--- src/rtl/serial_deserializer_if.sv ---
// Serial-in/parallel-out bundle: bit stream, frame abort and the word handshake.
// The master drives the bits and ready_i. The slave is the deserializer, which returns the word and status.
interface serial_deserializer_if #(
  parameter int WIDTH = 8,
  parameter int CNT_W = 3
);
  logic             ser_i;
  logic             ser_valid_i;
  logic             dir_i;
  logic             abort_i;
  logic [WIDTH-1:0] data_o;
  logic             valid_o;
  logic             ready_i;
  logic             overrun_o;
  logic [CNT_W-1:0] bit_cnt_o;

  modport master (
    output ser_i, ser_valid_i, dir_i, abort_i, ready_i,
    input  data_o, valid_o, overrun_o, bit_cnt_o
  );

  modport slave (
    input  ser_i, ser_valid_i, dir_i, abort_i, ready_i,
    output data_o, valid_o, overrun_o, bit_cnt_o
  );
endinterface

--- src/rtl/serial_deserializer.sv ---
// Assembles WIDTH-bit words from one qualified bit per clock and places each word in a one-entry valid/ready holding register.
// A word is visible 1 clock after its last bit. A word that completes while the register is full is dropped, and overrun_o is set.
module serial_deserializer #(
  parameter int WIDTH = 8,
  parameter int CNT_W = 3
) (
  input logic                  clk,
  input logic                  rst_n,
  serial_deserializer_if.slave bus
);

  localparam logic [CNT_W-1:0] LAST_BIT = CNT_W'(WIDTH - 1);

  if (WIDTH < 2) begin : g_width_chk
    $error("serial_deserializer: WIDTH must be >= 2");
  end
  if ((1 << CNT_W) < WIDTH) begin : g_cnt_chk
    $error("serial_deserializer: CNT_W too narrow for WIDTH");
  end

  logic [WIDTH-1:0] sreg;
  logic [CNT_W-1:0] bit_cnt;
  logic             dir_q;
  logic [WIDTH-1:0] data_q;
  logic             valid_q;
  logic             overrun_q;

  logic             dir_eff;
  logic             accept;
  logic             complete;
  logic             handshake;
  logic             load;
  logic             drop;
  logic [WIDTH-1:0] sreg_next;

  // The first bit of a word uses dir_i directly so that direction takes effect with no extra cycle.
  always_comb begin
    dir_eff   = (bit_cnt == '0) ? bus.dir_i : dir_q;
    accept    = bus.ser_valid_i && !bus.abort_i;
    sreg_next = dir_eff ? {bus.ser_i, sreg[WIDTH-1:1]}
                        : {sreg[WIDTH-2:0], bus.ser_i};
    complete  = accept && (bit_cnt == LAST_BIT);
    handshake = valid_q && bus.ready_i;
    load      = complete && (!valid_q || bus.ready_i);
    drop      = complete && valid_q && !bus.ready_i;
  end

  always_ff @(posedge clk) begin
    if (!rst_n) begin
      sreg      <= '0;
      bit_cnt   <= '0;
      dir_q     <= 1'b0;
      data_q    <= '0;
      valid_q   <= 1'b0;
      overrun_q <= 1'b0;
    end else begin
      if (bus.abort_i) begin
        sreg      <= '0;
        bit_cnt   <= '0;
        overrun_q <= 1'b0;
      end else if (bus.ser_valid_i) begin
        sreg    <= sreg_next;
        bit_cnt <= complete ? '0 : bit_cnt + 1'b1;
        if (bit_cnt == '0) begin
          dir_q <= bus.dir_i;
        end
      end

      if (drop) begin
        overrun_q <= 1'b1;
      end

      // The holding register keeps running during abort. Only the assembly side is flushed.
      if (load) begin
        data_q  <= sreg_next;
        valid_q <= 1'b1;
      end else if (handshake) begin
        valid_q <= 1'b0;
      end
    end
  end

  assign bus.data_o    = data_q;
  assign bus.valid_o   = valid_q;
  assign bus.overrun_o = overrun_q;
  assign bus.bit_cnt_o = bit_cnt;

endmodule

--- src/flat_wrapper.sv ---
// flat-port wrapper written by rule: the top's interface ports become plain ports
module serial_deserializer_flat 
#(
  parameter int WIDTH = 8,
  parameter int CNT_W = 3
)
  (clk, rst_n, bus_ser_i, bus_ser_valid_i, bus_dir_i, bus_abort_i, bus_ready_i, bus_data_o, bus_valid_o, bus_overrun_o, bus_bit_cnt_o);
  serial_deserializer_if #(.WIDTH(WIDTH), .CNT_W(CNT_W)) bus_i ();
  input logic clk;
  input logic rst_n;
  input wire logic [$bits(bus_i.ser_i)-1:0] bus_ser_i;
  input wire logic [$bits(bus_i.ser_valid_i)-1:0] bus_ser_valid_i;
  input wire logic [$bits(bus_i.dir_i)-1:0] bus_dir_i;
  input wire logic [$bits(bus_i.abort_i)-1:0] bus_abort_i;
  input wire logic [$bits(bus_i.ready_i)-1:0] bus_ready_i;
  output wire logic [$bits(bus_i.data_o)-1:0] bus_data_o;
  output wire logic [$bits(bus_i.valid_o)-1:0] bus_valid_o;
  output wire logic [$bits(bus_i.overrun_o)-1:0] bus_overrun_o;
  output wire logic [$bits(bus_i.bit_cnt_o)-1:0] bus_bit_cnt_o;
  assign bus_i.ser_i = bus_ser_i;
  assign bus_i.ser_valid_i = bus_ser_valid_i;
  assign bus_i.dir_i = bus_dir_i;
  assign bus_i.abort_i = bus_abort_i;
  assign bus_i.ready_i = bus_ready_i;
  assign bus_data_o = bus_i.data_o;
  assign bus_valid_o = bus_i.valid_o;
  assign bus_overrun_o = bus_i.overrun_o;
  assign bus_bit_cnt_o = bus_i.bit_cnt_o;
  serial_deserializer #(.WIDTH(WIDTH), .CNT_W(CNT_W)) u_core (.clk(clk), .rst_n(rst_n), .bus(bus_i));
endmodule
--- config.mk ---
export PLATFORM = sky130hd
export DESIGN_NAME = serial_deserializer_flat
export DESIGN_NICKNAME = d
export VERILOG_FILES = /design/src/rtl/serial_deserializer_if.sv /design/src/rtl/serial_deserializer.sv /design/src/flat_wrapper.sv
export SDC_FILE = /design/constraint.sdc
export NUM_CORES = 1
export LEC_CHECK = 0
export CORE_AREA = 3 3 46 65
export CTS_BUF_LIST = sky130_fd_sc_hd__clkbuf_2
export DETAILED_ROUTE_END_ITERATION = 16
export DIE_AREA = 0 0 49 68
export HOLD_SLACK_MARGIN = 0.08
export PLACE_DENSITY_LB_ADDON = 0.15
export REMOVE_ABC_BUFFERS = 1
export SKIP_LAST_GASP = 1
export SLEW_MARGIN = 10
export SYNTH_ARGS = -nofsm -noshare
export SYNTH_HDL_FRONTEND = slang
export SYNTH_SLANG_ARGS = --single-unit
--- constraint.sdc ---
create_clock -name clk -period 1.8 [get_ports clk]
set_clock_uncertainty 0.15 [all_clocks]
set_input_delay 0.27 -clock clk [delete_from_list [all_inputs] [get_ports clk]]
set_output_delay 0.27 -clock clk [all_outputs]
set_load 0.005 [all_outputs]
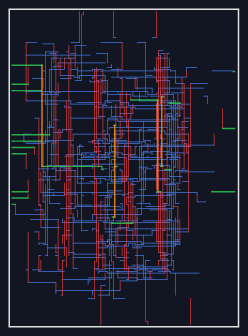
Fig. 1. Metal layers overlaid.
M3: in green, wire length 83.0 µm. M4: in orange, wire length 76.2 µm. M1: in blue, wire length 1220 µm. M2: in red, wire length 1420 µm.
DR vias: 1106
final wirelength: 2.80 mm

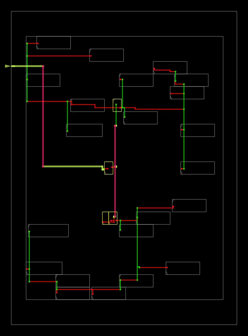
Fig. 2. Clock routing.
CLK BUF: 3
Flops: 22

==> impl_metrics.yaml <==
# synthesis and place-and-route metrics
run_status:
  status: "completed"
routing:
  routedWlPerCell_um: 14.5
  met1_length_mm: 1.22
  drc: 0
  drtPass1Iterations: 4
synthesis:
  synth.avg_cell_area_um2: 8.86
  top_cell: "dfxtp_1"
  ys_top_cells_by_area: "dfxtp_1 (37%), a31oi_1 (9.0%), and4bb_1 (7.4%)"
  synthArstFlopShare_pct: 0
  synth_warnings: 0
  yosys_area_um2: 1190
  yosys.stat.seqShare_pct: 37.1
  postSynthCellCount: 134
  edf_count: 0
  synthTopLogicFamily: "AND-OR/OR-AND gates"
  synthMuxAreaShare_pct: 1.69
  yosys_register_bits: 22
  top_area_share_pct: 37.1
layout:
  final_cell_count_no_fill: 193
  fin_area_um2: 1490
  drive_above_1_share_pct: 14.5
floorplan:
  fp_util_pct: 48.6
  die_w_um: 49
  rows: 21
  die.size.y_um: 68
clock_network:
  path_clk_slew_ns: 0.22
  clockBufferDepth: 2
pwr:
  vdd_drop_max_mv: 0.357
critical_path:
  critPathMaxFanout: 7
  cp_slowest_cell: "clkdlybuf4s50_1"
  cp-start-kind: "flop"
  critical_path_required_ns: 1.38
  cpLargestDelayFamily: "buffers and inverters"
job:
  warning_count: 27
place:
  place_area_um2: 1450
final_timing:
  slew_headroom_pct: 65.3
  layout_setup_ws_ns: 0.0952
  rsz0062_at_grt: "yes"
min_path:
  hold_class: "flop to flop"
global_routing:
  grt_pass1_vias: 1078
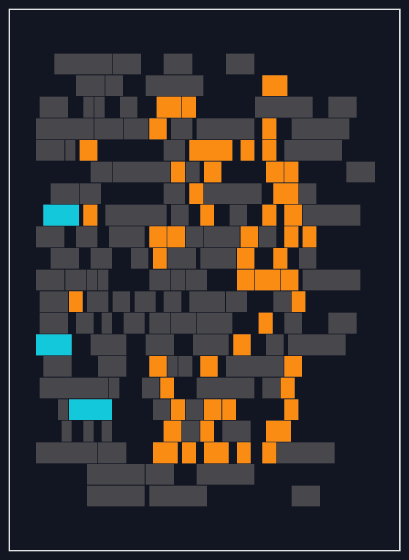
Fig. 3. Gate-type map.
aoi and oai cells: in orange, cells 51. fa/ha/maj cells: in cyan, cells 3.

## kinds of logic (layout without fill, tap and decap cells)
logic type,after synthesis,in the layout
multiplexers,2,2
adder cells (fa/ha/maj),3,3
AND/OR/NAND/NOR,42,42
flip-flops,22,22
AND-OR/OR-AND,51,51
buffers and inverters,14,39
## cell type report
type	count	area, µm²	share of cell area, %
clock buffers	3	15.0	1.01
inverters	4	15.0	1.01
multi-input cells	98	682	45.9
well taps	34	42.5	2.86
flip-flops and latches	22	447	30.1
clock inverters	1	3.75	0.253
repair buffers	31	280	18.9
## worst paths after layout
kind                            from                    to  slack [ns]  cells past startpoint
max          u_core.bus.bit_cnt_o[2]      bus_bit_cnt_o[2]         0.1                      1
min             u_core.bus.overrun_o  u_core.bus.overrun_o        0.36                      2
max reg2reg  u_core.bus.bit_cnt_o[0]  u_core.bus.data_o[3]        0.11                      5
min reg2reg     u_core.bus.overrun_o  u_core.bus.overrun_o        0.36                      2
## stage by stage
stage / utilization, % / power (W) / hold WS, ns / setup TNS [ns]
floorplan: - / 0.000564 / 0.221 / 0
global placement: 59.5 / 0.000620 / 0.314 / 0
detailed placement: 59.5 / 0.000623 / 0.313 / 0
CTS: 60.3 / 0.000819 / 0.365 / 0
global route: 60.8 / 0.000849 / 0.397 / -0.00313
finish: 60.8 / 0.000812 / 0.356 / 0
## where the power goes
group / leakage [nW] / internal (W) / switching [W] / total [W]
combinational: 0.354 / 0.0000523 / 0.0000516 / 0.000104
clock: 0.0140 / 0.0000483 / 0.000150 / 0.000198
sequential: 0.180 / 0.000496 / 0.0000132 / 0.000510
total: 0.547 / 0.000597 / 0.000215 / 0.000812
## layout by cell type, fill, tap and decap left out
master	netlist	final
a21oi_1	10	10
a311oi_1	7	7
a311oi_2	1	1
a31oi_1	17	17
and2_1	8	8
and2_4	1	1
and2b_1	1	1
and3b_2	0	1
and4bb_1	7	7
buf_4	0	12
clkbuf_2	0	3
clkdlybuf4s50_1	0	19
clkinv_1	1	2
dfxtp_1	22	19
dfxtp_2	0	2
dfxtp_4	0	1
ha_1	3	2
ha_2	0	1
inv_1	3	3
mux2i_1	2	2
nand2_1	1	1
nand2b_1	3	2
nand2b_2	0	1
nand3b_1	1	1
nor2_1	6	6
nor2b_1	10	10
nor3b_1	1	1
nor4bb_1	2	2
o21ai_0	8	8
o21ai_1	8	8
## metal layers
| metal | track usage (%) | vias up |
|---|---|---|
| met3 | 2.40 | 9 |
| met4 | 9.61 | 0 |
| met5 | 0 | - |
| met1 | 20.5 | 520 |
| met2 | 35.4 | 26 |
| li1 | - | 551 |
## flip-flops by register name, summed over array words and instances (netlist names)
name / flops
u_core.bus.data_o: 8
u_core.sreg: 8
u_core.bus.bit_cnt_o: 3
u_core.bus.overrun_o: 1
u_core.bus.valid_o: 1
u_core.dir_q: 1
## worst register-to-register path: cells and delay by family (launching register included)
family,cells,cell delay (ns)
DFF,1,0.40
adders and majority gates,2,0.40
and+or+nand+nor,2,0.43
AOI/OAI and AO/OA,1,0.23
## repair_timing
item,CTS,global route
hold buffers,0,0
setup endpoints to repair,0,12
hold endpoints to repair,0,0
gates resized,0,7
Power is estimated from default activity; no workload was simulated.
